Run 1, metal 2:
Cells faint in the background.
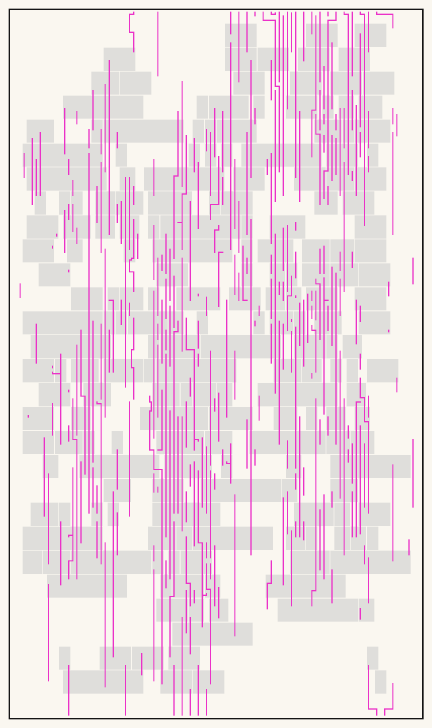
Run 1, placement by cell class:
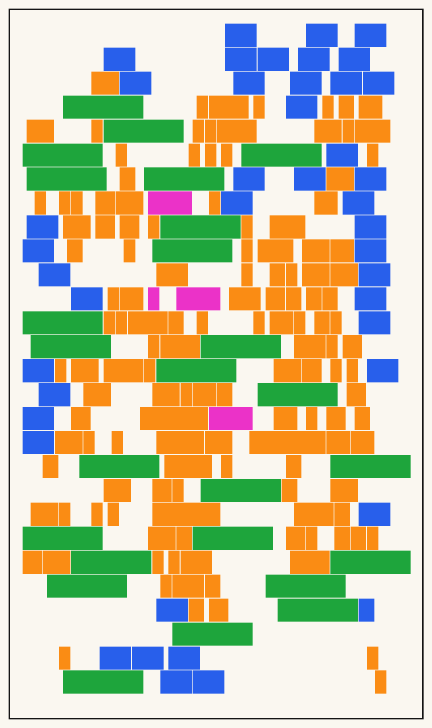
Run 1, signal wires on met1:
Bar = 10 µm. Supply wires on this layer in gray.
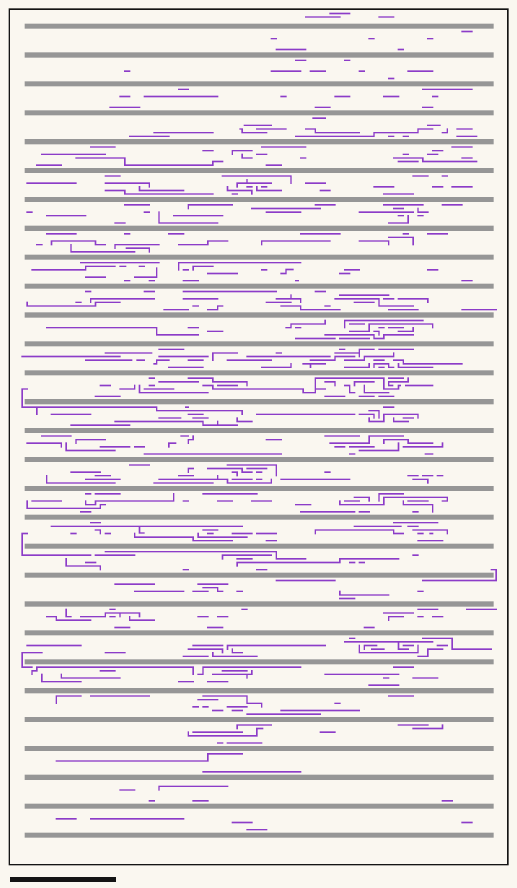
Run 1, M3 wires:
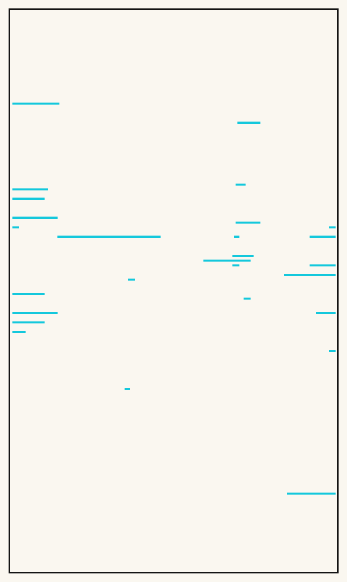
<file path="config.mk">
export PLATFORM = sky130hd
export DESIGN_NAME = program_sequencer
export DESIGN_NICKNAME = d
export VERILOG_FILES = /design/src/rtl/program_sequencer_pkg.sv /design/src/rtl/program_sequencer_run_counter.sv /design/src/rtl/program_sequencer.sv
export SDC_FILE = /design/constraint.sdc
export NUM_CORES = 1
export LEC_CHECK = 0
export ABC_CLOCK_PERIOD_IN_PS = 4660
export CAP_MARGIN = 10
export CORE_ASPECT_RATIO = 1.75
export CORE_UTILIZATION = 45
export CTS_CLUSTER_DIAMETER = 30
export DETAILED_ROUTE_END_ITERATION = 8
export HOLD_SLACK_MARGIN = 0.1
export PLACE_DENSITY_LB_ADDON = 0.2
export SLEW_MARGIN = 20
export SYNTH_ARGS = -nofsm -noshare
export SYNTH_HDL_FRONTEND = slang
export SYNTH_SLANG_ARGS = --single-unit
</file>
<file path="constraint.sdc">
create_clock -name clock -period 4.66 [get_ports clock]
set_input_delay 0.466 -clock clock [delete_from_list [all_inputs] [get_ports clock]]
set_output_delay 0.466 -clock clock [all_outputs]
set_load 0.05 [all_outputs]
</file>
<file path="src/rtl/program_sequencer_pkg.sv">
// Shared types and program tables for the run-control sequencer.
// No logic; the entry/done address lookups are pure combinational helpers.
// No flow control.
package program_sequencer_pkg;

  // Run-control states.
  typedef enum logic [2:0] {
    IDLE  = 3'd0,
    LOAD  = 3'd1,
    RUN   = 3'd2,
    ACK   = 3'd3,
    FAULT = 3'd4
  } seq_state_t;

  // Number of entries held in the resident program tables.
  localparam int PROG_TABLE_LEN = 3;

  // Entry and final-instruction addresses of each resident program.
  localparam logic [31:0] START_ADDR [PROG_TABLE_LEN] = '{32'd0,   32'd150, 32'd300};
  localparam logic [31:0] DONE_ADDR  [PROG_TABLE_LEN] = '{32'd149, 32'd299, 32'd435};

  // Entry address of program sel; unknown indices fall back to program 0.
  function automatic logic [31:0] prog_start_addr(input logic [1:0] sel);
    case (sel)
      2'd1:    return START_ADDR[1];
      2'd2:    return START_ADDR[2];
      default: return START_ADDR[0];
    endcase
  endfunction

  // Done address of program sel; unknown indices fall back to program 0.
  function automatic logic [31:0] prog_done_addr(input logic [1:0] sel);
    case (sel)
      2'd1:    return DONE_ADDR[1];
      2'd2:    return DONE_ADDR[2];
      default: return DONE_ADDR[0];
    endcase
  endfunction

endpackage

</file>
<file path="src/rtl/program_sequencer_run_counter.sv">
// Cycle counter with synchronous clear, enable and a limit-reached flag.
// Count updates one cycle after en_i; limit_o is decoded from the register.
// No flow control; the count freezes once it equals LIMIT so it never wraps.
module run_counter #(
  parameter int          CNT_BITS = 16,
  parameter int unsigned LIMIT    = 32'hFFF0
) (
  input  logic                clock,
  input  logic                reset_n,
  input  logic                clr_i,
  input  logic                en_i,
  output logic [CNT_BITS-1:0] count_o,
  output logic                limit_o
);

  localparam logic [CNT_BITS-1:0] LIMIT_V = CNT_BITS'(LIMIT);

  logic [CNT_BITS-1:0] count_q;
  logic [CNT_BITS-1:0] count_d;

  assign limit_o = (count_q == LIMIT_V);
  assign count_o = count_q;

  // Next count: clear wins, otherwise count up while enabled and below the limit.
  always_comb begin
    count_d = count_q;
    if (clr_i) begin
      count_d = '0;
    end else if (en_i && !limit_o) begin
      count_d = count_q + CNT_BITS'(1);
    end
  end

  // Count register.
  always_ff @(posedge clock or negedge reset_n) begin
    if (!reset_n) begin
      count_q <= '0;
    end else begin
      count_q <= count_d;
    end
  end

endmodule

</file>
<file path="src/rtl/program_sequencer.sv">
// Run-control FSM between the req/ack handshake and the single-cycle core.
// req seen in IDLE -> LOAD next edge; LOAD lasts LOAD_CYCLES; ack one edge after done.
// req is a level: dropping it aborts LOAD/RUN or releases ack; outputs decode from state only.
module program_sequencer
  import program_sequencer_pkg::*;
#(
  parameter int          PC_BITS        = 10,
  parameter int          NUM_PROGS      = 3,
  parameter int          LOAD_CYCLES    = 2,
  parameter int          CNT_BITS       = 16,
  parameter int unsigned WATCHDOG_LIMIT = 32'hFFF0
) (
  input  logic                clock,
  input  logic                reset_n,
  input  logic                req,
  input  logic [1:0]          prog_sel,
  input  logic [PC_BITS-1:0]  pc,
  output logic                start,
  output logic [PC_BITS-1:0]  start_addr,
  output logic                run_en,
  output logic                ack,
  output logic                fault,
  output logic                busy,
  output logic [CNT_BITS-1:0] cycle_count
);

  localparam logic [3:0] LOAD_LAST = 4'(LOAD_CYCLES - 1);

  seq_state_t   state_q, state_d;
  logic [1:0]   sel_q, sel_d;
  logic [3:0]   load_q, load_d;
  logic         cnt_clr;
  logic         cnt_en;
  logic         timeout;
  logic         done_hit;
  logic [PC_BITS-1:0] done_addr;

  // Cycle counter doubles as the watchdog: its limit flag is the timeout.
  run_counter #(
    .CNT_BITS (CNT_BITS),
    .LIMIT    (WATCHDOG_LIMIT)
  ) u_run_counter (
    .clock   (clock),
    .reset_n (reset_n),
    .clr_i   (cnt_clr),
    .en_i    (cnt_en),
    .count_o (cycle_count),
    .limit_o (timeout)
  );

  assign done_addr = PC_BITS'(prog_done_addr(sel_q));
  assign done_hit  = (pc == done_addr);

  // Outputs are pure decodes of the state and latched program select.
  assign start      = (state_q == LOAD);
  assign run_en     = (state_q == RUN);
  assign busy       = (state_q == LOAD) || (state_q == RUN);
  assign ack        = (state_q == ACK) || (state_q == FAULT);
  assign fault      = (state_q == FAULT);
  assign start_addr = PC_BITS'(prog_start_addr(sel_q));

  // Next-state logic; abort on req low has priority over done, done over timeout.
  always_comb begin
    state_d = state_q;
    sel_d   = sel_q;
    load_d  = load_q;
    cnt_clr = 1'b0;
    cnt_en  = 1'b0;
    case (state_q)
      IDLE: begin
        load_d = '0;
        if (req) begin
          // Every accepted request starts a fresh count, even an illegal one.
          cnt_clr = 1'b1;
          if (32'(prog_sel) < NUM_PROGS) begin
            sel_d   = prog_sel;
            state_d = LOAD;
          end else begin
            state_d = FAULT;
          end
        end
      end
      LOAD: begin
        if (!req) begin
          state_d = IDLE;
          load_d  = '0;
        end else if (load_q == LOAD_LAST) begin
          state_d = RUN;
          load_d  = '0;
        end else begin
          load_d = load_q + 4'd1;
        end
      end
      RUN: begin
        // Every RUN cycle is counted, including the done and abort cycles.
        cnt_en = 1'b1;
        if (!req) begin
          state_d = IDLE;
        end else if (done_hit) begin
          state_d = ACK;
        end else if (timeout) begin
          state_d = FAULT;
        end
      end
      ACK, FAULT: begin
        if (!req) begin
          state_d = IDLE;
        end
      end
      default: begin
        state_d = IDLE;
      end
    endcase
  end

  // State, program select and load-phase counter registers.
  always_ff @(posedge clock or negedge reset_n) begin
    if (!reset_n) begin
      state_q <= IDLE;
      sel_q   <= '0;
      load_q  <= '0;
    end else begin
      state_q <= state_d;
      sel_q   <= sel_d;
      load_q  <= load_d;
    end
  end

endmodule

</file>
==> run summary, run 1 <==
run results: count leader, synth dfrtp_1, share of cells above drive strength 1 7.32%, Yosys Chip Area 0.00158 mm², switch share 49.7%, First-pass DRT Iterations 4, area grow syn2layout 28.4%, Clk network pwr share 12.7%, syn_area_per_cell 9.30 µm², synthesized area 0.00158 mm², yosys warns 0, RD Place Congestion 0.819, PortBufs 42, overall power 0.000992 W, Iteration-0 DRC Markers 29, largest net degree at the start of global routing 26, Worst path max stage delay 0.81 ns, busiest grt layer met2, drt drc 0, leading area contributor after synthesis dfrtp_1, RSZ-0062 raised after global routing no, CTS resizes 0, mean number of vias per cell 5.39, top cells, area dfrtp_1 (40%), nor2_1 (5.0%), xor2_1 (5.0%), ha_1 (4.8%), nand2_1 (4.5%), Comb power frac 57.6%, Global Route met1 Usage 20.6%, R2R Path Start state_q[1]$_DFFE_PN0P_, final tally of hold violations 0, FP Util 47.0%, sequential power share 29.6%, Post-synth EDFFs 0, Max-cap violations 0, wire length per cell 14.2 µm, DR vias 1347, Post-DRT Antenna Nets 0, met2 usage 38.1%, chip footprint 0.00376 mm², setup bufs post-CTS 0, sequential area share after synthesis 39.6%, Post-synth regs 25, total grt overflow 0, TritonCTS buffer count 3, outcome finished, final reports clean, share of the synthesized area in the top cell type 39.6%, hold_buf cts 0, worst skew pair latency 0.26 ns, P_int 0.000499 W, Core ar. 0.00336 mm², Net Sw Power 0.000493 W, Final Max Slew Viols 0, critical path launch point state_q[1]$_DFFE_PN0P_, crit-path cells or3b_1, inv_1, clkdlybuf4s50_1, GRT Util Overall 20.3%, Worst-Margin Slew 0.736 ns, Setup-failing EPs final 0, final period utilization 61.9%, CTS sink cnt 25, clk slew on worst S/H paths 0.08 ns, Worst setup SP type flip-flop, initial antenna violation count 0, H-tree depth 1, crit path time final 2.88 ns, worst rel slew slack 50.7%, Netlist cell types 43, row cnt 28, fin area 0.00203 mm², fin nets 227, Die Ht 80.4 µm, CP max FO 13, kind of critical path reg -> out, die extent in x 46.8 µm, CP max stage cell clkdlybuf4s50_1, vias in the first global route 1308, clk root buf clkbuf_8, asr flop ratio synth 100%, Clock Tree Buf Depth 2, fmax 347 MHz, top cells by count dfrtp_1 (25), nor2_1 (21), nand2_1 (19), first-pass GRT wire length 5.61 mm, Tightest Hold Check Type in -> async, worst vdd ir 314 µV, yosys cell count 170, CTS tree done, CP endpoint kind primary output, hpwl dp 2.79 mm, placed cell areas 0.00199 mm², met3 Use GR 2.47%, PwrDens 489 mW/mm², Required @ worst endpoint 4.19 ns
Notes on 'metal 2' above:
share of all routed wire: 58%
wire length on this layer: 2050 µm
nets with wire on the layer: 200
longest straight run: 40.8 µm
main direction: vertical

Notes on 'placement by cell class' above:
| class | color | cells |
|---|---|---|
| combinational and other logic | orange | 134 |
| other buffers and delay cells | blue | 42 |
| clock drivers and dummy loads | magenta | 4 |
| flops | green | 25 |

Notes on 'signal wires on met1' above:
wire length on this layer: 1340 µm
share of all routed wire: 38%
nets with wire on the layer: 190
longest straight run: 17.9 µm
main direction: horizontal

Notes on 'M3 wires' above:
longest straight run: 14.5 µm
nets with wire on the layer: 22
main direction: horizontal
share of all routed wire: 2.7%

## run 1: final timing paths
kind,to,depth (start not counted),slack (ns)
min reg2reg,load_q[3]$_DFFE_PN0P_,1,0.48
min,load_q[2]$_DFFE_PN0P_,1,0.18
max reg2reg,u_run_counter.count_o[9]$_DFFE_PN0P_,5,2.42
max in group asynchronous,state_q[2]$_DFFE_PN0P_,1,4.10
min in group clock,load_q[3]$_DFFE_PN0P_,1,0.48
max,run_en,3,1.78
## run 1: cell type report
cell class | count | area [µm²]
Multi-Input combinational cell | 125 | 853
Tap cell | 45 | 56.3
Inverter | 9 | 33.8
Sequential cell | 25 | 626
Fill cell | 317 | 1330
Clock buffer | 4 | 45.0
Timing Repair Buffer | 42 | 415
## run 1: state kept, by name, summed over array words and instances (netlist names)
signal                 count
load_q                     4
state_q                    3
u_run_counter.count_o     16
sel_q                      2
## run 1: kinds of logic (layout without fill, tap and decap cells)
logic type	count (synthesis)	after routing	share of synthesized area (%)
mux	5	5	3.33
fa+ha+maj	6	6	4.75
flops	25	25	39.6
other cells	1	3	0.237
simple gates	75	75	26.4
buf+inv	22	55	7.84
xor+xnor	13	13	7.21
compound gates	23	23	10.7
## run 1: worst max-delay path: cells and delay by family (launching register included)
| kind | cells | cell delay, ns |
|---|---|---|
| simple gates | 1 | 0.60 |
| buf+inv | 2 | 0.96 |
| flops | 1 | 0.60 |
## run 1: per-layer routing
layer	wire length, µm	vias up
met3	97	9
met4	71	0
met5	0	-
li1	-	648
met2	2050	29
met1	1340	661
## run 1: layout by cell type (no fill, tap or decap), types with 3 or more instances in the layout
cell type,synthesis,final
a21oi_1,3,3
and3_1,4,4
clkbuf_8,0,3
clkdlybuf4s50_1,0,41
conb_1,1,3
dfrtp_1,25,25
ha_1,6,6
inv_1,9,9
mux2i_1,3,3
nand2_1,19,19
nand3_1,10,10
nand4_1,3,3
nor2_1,21,21
o21ai_0,5,5
o31ai_1,4,4
xnor2_1,4,4
xor2_1,9,9
## run 1: metrics by stage
| step | hold WS (ns) | cells | util [%] | setup WS (ns) |
|---|---|---|---|---|
| global placement | 0.470 | 246 | 58.9 | 2.16 |
| detailed placement | 0.472 | 246 | 59.2 | 2.08 |
| floorplan | 0.170 | 172 | - | 1.90 |
| CTS | 0.483 | 250 | 60.5 | 1.77 |
| global route | 0.230 | 250 | 60.3 | 1.70 |
| finish | 0.183 | 250 | 60.3 | 1.78 |
## run 1: power groups by stage
stage	sequential [W]	combinational, W	clock, W
floorplan	0.000287	0.000437	0
global placement	0.000292	0.000557	0
detailed placement	0.000298	0.000573	0
CTS	0.000293	0.000574	0.000131
global route	0.000300	0.000611	0.000140
finish	0.000294	0.000572	0.000126
Run 1, routing congestion map:
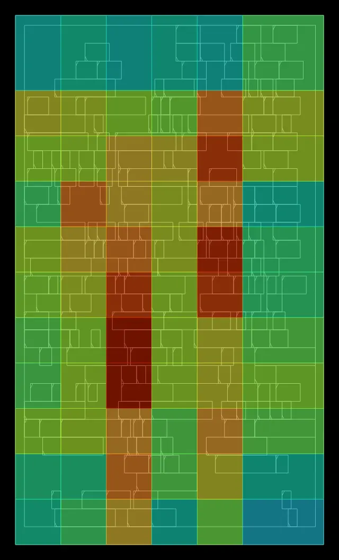

==> run 2, diff against run 1 <==
- ABC_CLOCK_PERIOD_IN_PS: 4660 -> 2500
- CORE_UTILIZATION: 45 -> 43
- clock period: 4.66 -> 2.5 ns (I/O delays scaled with it)
Run 2, routing congestion map:
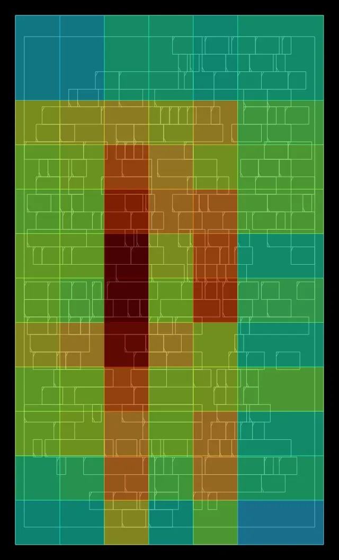
met2 usage: 39.5%
busiest grt layer: met2
GRT Util Overall: 21.0%

Run 2, M3 wires:
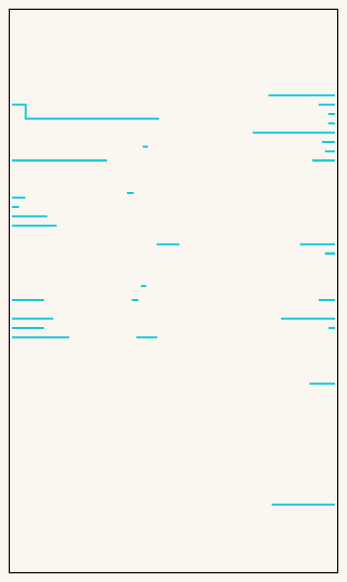
longest straight run: 19.3 µm
main direction: horizontal
DR vias: 1349
met3 Use GR: 3.26%

==> run 2 against run 1 <==
Net effect: die size grew 4.5%; routed wire length increased by 4.6%; area after synthesis stayed put; cell area grew 1.1%; via count rose by 0.15%; critical endpoint is now start; largest cell class unchanged; largest power group unchanged; highest routed layer unchanged.
==> run summary, run 2 <==
run results: Required @ worst endpoint 2.25 ns (-1.94 ns), mean number of vias per cell 5.33 (-1.0%), hold_buf cts 0 (unchanged), CTS resizes 0 (unchanged), Core ar. 0.00343 mm² (+2.1%), H-tree depth 1 (unchanged), Worst setup SP type flip-flop, area grow syn2layout 29.8%, Net Sw Power 0.000926 W (+88%), share of the synthesized area in the top cell type 39.6% (unchanged), clk root buf clkbuf_8, CTS sink cnt 25 (unchanged), kind of critical path reg -> out, Clock Tree Buf Depth 2 (unchanged), outcome finished, final reports clean, largest net degree at the start of global routing 26 (unchanged), yosys cell count 170 (unchanged), first-pass GRT wire length 5.98 mm (+6.7%), top cells, area dfrtp_1 (40%), nor2_1 (5.0%), xor2_1 (5.0%), ha_1 (4.8%), nand2_1 (4.5%), leading area contributor after synthesis dfrtp_1, RSZ-0062 raised after global routing no, top comb family, area simple AND/OR/NAND/NOR gates, share of cells above drive strength 1 10.1% (+2.8 points), placed insts 249 (+1.2%), Post-synth regs 25 (unchanged), vias in the first global route 1343 (+2.7%), Final Max Slew Viols 0 (unchanged), Tightest Hold Check Type in -> async, CP max FO 11 (-2), Non-Filler Instances 253 (+1.2%), CTS tree done, overall power 0.00186 W (+87%), initial antenna violation count 0 (unchanged), CP endpoint kind primary output, Post-DRT Antenna Nets 0 (unchanged), fmax 426 MHz, Max-cap violations 0 (unchanged), yosys warns 0 (unchanged), switch share 49.9% (+0.24 points), die extent in x 47.8 µm (+2.2%), ao+oa area frac 10.7% (unchanged), count leader, synth dfrtp_1, FP Util 46.0% (-0.96 points), RD Place Congestion 0.921 (+13%), wire length per cell 14.7 µm (+3.4%), syn_area_per_cell 9.30 µm² (unchanged), final tally of hold violations 0 (unchanged), chip footprint 0.00393 mm² (+4.5%), adder share 4.75% (unchanged), Yosys Chip Area 0.00158 mm² (unchanged), fin nets 230 (+1.3%), synthesized area 0.00158 mm² (unchanged), worst vdd ir 614 µV (+95%), Comb power frac 57.3% (-0.3 points), Top cell excl fill/tap clkdlybuf4s50_1, drt drc 0 (unchanged), Setup-failing EPs final 0 (unchanged), worst rel slew slack 65.4% (+15 points), P_int 0.000930 W (+86%), asr flop ratio synth 100% (unchanged), First-pass DRT Iterations 3 (-1), commonest cells after routing, fill and taps aside clkdlybuf4s50_1 (40), dfrtp_1 (25), nor2_1 (21), nand2_1 (19), nand3_1 (10), worst skew pair latency 0.27 ns (about the same), TritonCTS buffer count 3 (unchanged), Post-synth EDFFs 0 (unchanged), fin area 0.00205 mm² (+1.1%), xor and xnor fraction of the mapped netlist area 7.21% (unchanged), Fill cells 325 (+2.5%), Clk network pwr share 13.3% (+0.6 points), PortBufs 42 (unchanged), Multi-input gate area 850 µm² (-0.44%), clk slew on worst S/H paths 0.09 ns (about the same), final period utilization 93.8%
run 2: cell count changes in the layout (fill, tap and decap cells not counted):
cell and delta:
clkdlybuf4s50_1 -1, nor3b_2 +1, clkbuf_1 -1, clkinvlp_4 +1, nor3b_1 -1, buf_4 +5
nor4b_4 -1, nor4b_2 +1, buf_2 -1
run 2: critical path: stages, from the launching register on:
cell	delay, ns
dfrtp_1	0.51
and2b_2	0.31
nand2b_1	0.10
inv_1	0.11
clkdlybuf4s50_1	0.80
run 2: kinds of logic after synthesis:
| group | Yosys count |
|---|---|
| and+or+nand+nor | 75 |
| DFF | 25 |
| AOI/OAI and AO/OA | 23 |
| buffers and inverters | 22 |
| xor gates and xnor gates | 13 |
| adders and majority gates | 6 |
| muxes | 5 |
| other | 1 |
run 2: area by class of cell:
type                            instances  share of cell area (%)
Sequential cell                        25                    30.5
Clock buffer                            3                    2.01
Clock inverter                          1                   0.366
Timing Repair Buffer                   45                    21.3
Multi-Input combinational cell        125                    41.4
Inverter                                9                    1.65
Tap cell                               45                    2.74
run 2: final timing paths:
path                                         from                              endpoint  slack [ns]  depth (start not counted)
hold reg to reg             load_q[3]$_DFFE_PN0P_                 load_q[3]$_DFFE_PN0P_        0.50                          1
hold / removal                            reset_n                 load_q[0]$_DFFE_PN0P_        0.33                          2
setup reg to reg           state_q[1]$_DFFE_PN0P_  u_run_counter.count_o[9]$_DFFE_PN0P_        0.35                          5
max in group asynchronous                 reset_n  u_run_counter.count_o[1]$_DFFE_PN0P_        1.92                          2
setup / recovery           state_q[2]$_DFFE_PN0P_                                 start        0.15                          4
min in group clock          load_q[3]$_DFFE_PN0P_                 load_q[3]$_DFFE_PN0P_        0.50                          1
run 2: metal layers:
layer	GRT usage, %	vias up	part of all wire, %
met1	22.5	652	37
met4	6.39	0	1.5
met3	3.26	6	3.7
met5	0	-	0
li1	-	660	-
met2	39.5	31	58
run 2: stage by stage:
| step | setup slack, ns | utilization, % | hold WS [ns] |
|---|---|---|---|
| after detailed placement | 0.378 | 58.3 | 0.489 |
| after CTS | 0.161 | 59.8 | 0.349 |
| after floorplan | 0.343 | - | -0.0456 |
| after global placement | 0.458 | 58.3 | 0.475 |
| final | 0.154 | 59.8 | 0.334 |
| after global routing | 0.0396 | 59.8 | 0.372 |
run 2: power by group through the flow:
stage / clock network [W] / logic, W / registers (W)
floorplan: 0 / 0.000818 / 0.000536
global placement: 0 / 0.00105 / 0.000548
detailed placement: 0 / 0.00107 / 0.000556
CTS: 0.000251 / 0.00107 / 0.000547
global route: 0.000267 / 0.00114 / 0.000562
finish: 0.000246 / 0.00106 / 0.000547
Run 2, placement by cell class:
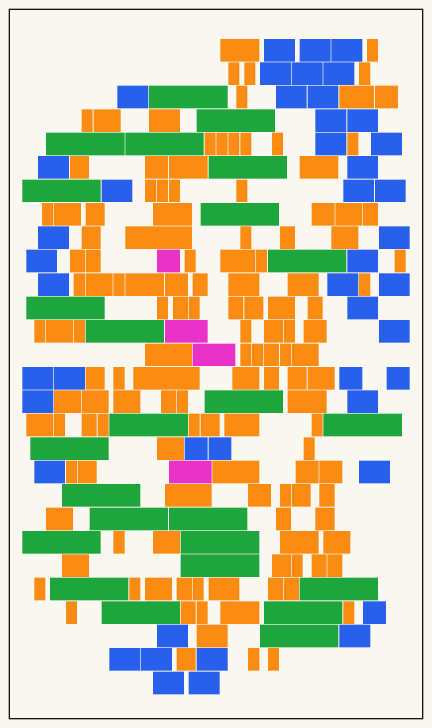

==> run 3, diff against run 2 <==
==> constraint.sdc (replaced) <==
create_clock -name clock -period 2.5 [get_ports clock]
set_input_delay 0.5 -clock clock [delete_from_list [all_inputs] [get_ports clock]]
set_output_delay 0.5 -clock clock [all_outputs]
set_load 0.05 [all_outputs]
Run 3, placement by cell class:
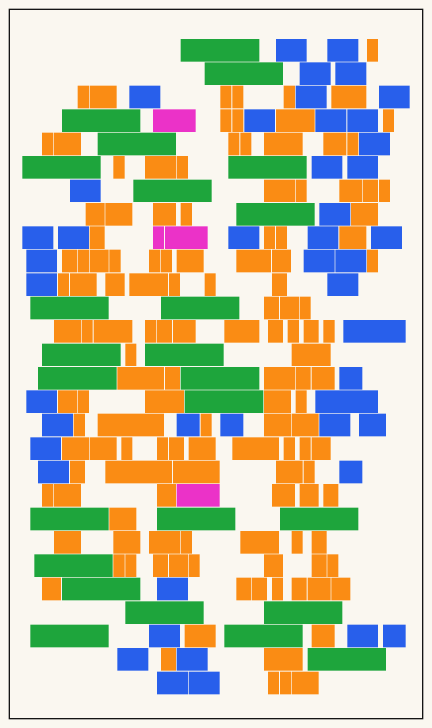
| class | color | cells |
|---|---|---|
| clock drivers and dummy loads | magenta | 4 |
| combinational and other logic | orange | 134 |
| other buffers and delay cells | blue | 45 |
| flops | green | 25 |

==> run 3 against run 2 <==
Net effect: global-route usage barely moved; clock skew down 0.0024 ns; cell area rose by 0.73%; critical path type unchanged; critical endpoint is now start_addr[2]; largest power group unchanged; highest routed layer unchanged.
==> run summary, run 3 <==
run results: Post-synth regs 25 (unchanged), First-pass DRT Iterations 4 (+1), worst rel slew slack 65.1% (-0.33 points), TritonCTS buffer count 3 (unchanged), r2r endpoint u_run_counter.count_o[9]$_DFFE_PN0P_, count leader, synth dfrtp_1, placed insts 249 (unchanged), Clock Tree Buf Depth 2 (unchanged), Post-synth EDFFs 0 (unchanged), commonest cells after routing, fill and taps aside clkdlybuf4s50_1 (37), dfrtp_1 (25), nor2_1 (21), nand2_1 (19), nand3_1 (10), worst skew pair latency 0.27 ns (about the same), share of cells above drive strength 1 10.6% (+0.48 points), wire length per cell 14.7 µm (about the same), area grow syn2layout 30.8%, Yosys Chip Area 0.00158 mm² (unchanged), top cells, area dfrtp_1 (40%), nor2_1 (5.0%), xor2_1 (5.0%), ha_1 (4.8%), nand2_1 (4.5%), CTS sink cnt 25 (unchanged), outcome finished, final reports clean, worst vdd ir 880 µV (+43%), die extent in x 47.8 µm (unchanged), kind of critical path reg -> out, CP max stage cell clkdlybuf4s50_1, Post-DRT Antenna Nets 0 (unchanged), FF-to-FF setup slack 0.32 ns (-0.03 ns), Hold Path Sink load_q[3]$_DFFE_PN0P_, synthesized area 0.00158 mm² (unchanged), yosys warns 0 (unchanged), syn_area_per_cell 9.30 µm² (unchanged), worst min-delay path startpoint load_q[3]$_DFFE_PN0P_, DR vias 1331 (-1.3%), CP endpoint kind primary output, Worst path max stage delay 0.79 ns (about the same), asr flop ratio synth 100% (unchanged), Setup-failing EPs final 0 (unchanged), FF-to-FF path depth 5 (unchanged), yosys cell count 170 (unchanged), Worst setup SP type flip-flop, first-pass GRT wire length 5.95 mm (-0.59%), leading area contributor after synthesis dfrtp_1, RD Place Congestion 0.828 (-10%), fmax 419 MHz (-1.6%), Fill cells 327 (+0.62%), Top cell excl fill/tap clkdlybuf4s50_1, largest net degree at the start of global routing 26 (unchanged), vias in the first global route 1350 (+0.52%), R2R Path Start state_q[1]$_DFFE_PN0P_, chip footprint 0.00393 mm² (unchanged), final tally of hold violations 0 (unchanged), share of the synthesized area in the top cell type 39.6% (unchanged), CTS tree done, CP max FO 3 (-8), clk root buf clkbuf_8, Hold Path Stages 1, pre-CTS WS 0.199 ns (-0.179 ns), FP Util 46.0% (unchanged)
Run 3, routing congestion map:
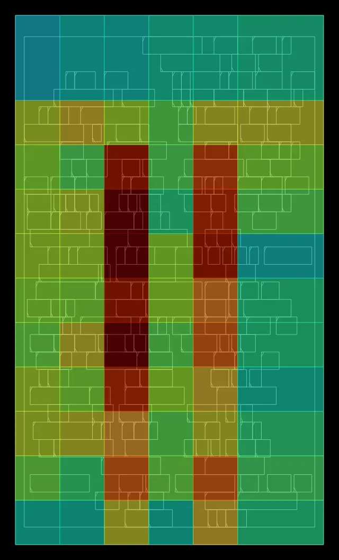
final core occ: 60.2%
met2 usage: 38.8%
Global Route met1 Usage: 22.7%
GRT Util Overall: 21.0%
met3 Use GR: 2.39%

## run 3: critical path, delay by kind of cell (launching register included)
kind	cells	cell delay, ns
buf+inv	3	0.90
fa+ha+maj	1	0.33
flops	1	0.38
## run 3: per-stage QoR
| step | utilization [%] | total power [W] |
|---|---|---|
| after floorplan | - | 0.00135 |
| after global placement | 58.9 | 0.00165 |
| after detailed placement | 58.9 | 0.00168 |
| after CTS | 60.2 | 0.00192 |
| after global routing | 60.2 | 0.00201 |
| final | 60.2 | 0.00190 |
## run 3: worst max path at each step
stage	endpoint	slack, ns	cells after the start
after floorplan	ack	0.25	3
after global placement	state_q[1]$_DFFE_PN0P_	0.28	6
after detailed placement	state_q[1]$_DFFE_PN0P_	0.20	6
after CTS	start_addr[2]	0.10	4
after global routing	start_addr[2]	0.007	4
final	start_addr[2]	0.12	4
## run 3: final cells by class
cell class / count / area [µm²] / area share [%]
multi-input combinational: 125 / 850 / 41.1
clock buffer: 4 / 45.0 / 2.18
inverter: 9 / 33.8 / 1.63
sequential: 25 / 626 / 30.3
timing repair buffer: 45 / 457 / 22.1
tap: 45 / 56.3 / 2.72
## run 3: logic make-up (layout without fill, tap and decap cells)
kind of cell | Yosys count | count (layout) | synth area share, %
simple gates | 75 | 75 | 26.4
flops | 25 | 25 | 39.6
compound gates | 23 | 23 | 10.7
buf+inv | 22 | 58 | 7.84
xor+xnor | 13 | 13 | 7.21
fa+ha+maj | 6 | 6 | 4.75
mux | 5 | 5 | 3.33
other cells | 1 | 3 | 0.237
## run 3: power by group
part | total, W | internal [W] | switching (W)
clock | 0.000242 | 0.000114 | 0.000128
sequential | 0.000549 | 0.000455 | 0.0000943
combinational | 0.00111 | 0.000395 | 0.000715
## run 3: per-layer routing
metal	track usage, %	share of wire, %	vias up
met3	2.39	3.9	7
met5	0	0	-
met1	22.7	37	639
li1	-	-	653
met4	8.33	2.0	0
met2	38.8	58	32
## run 3: timing repair
action / CTS / global route
endpoints found under the hold margin: 0 / 0
endpoints found under the setup margin: 1 / 0
resized: 1 / 0
buffers inserted: 0 / 0
No activity file was given, so power comes from the tool's default toggle rates.
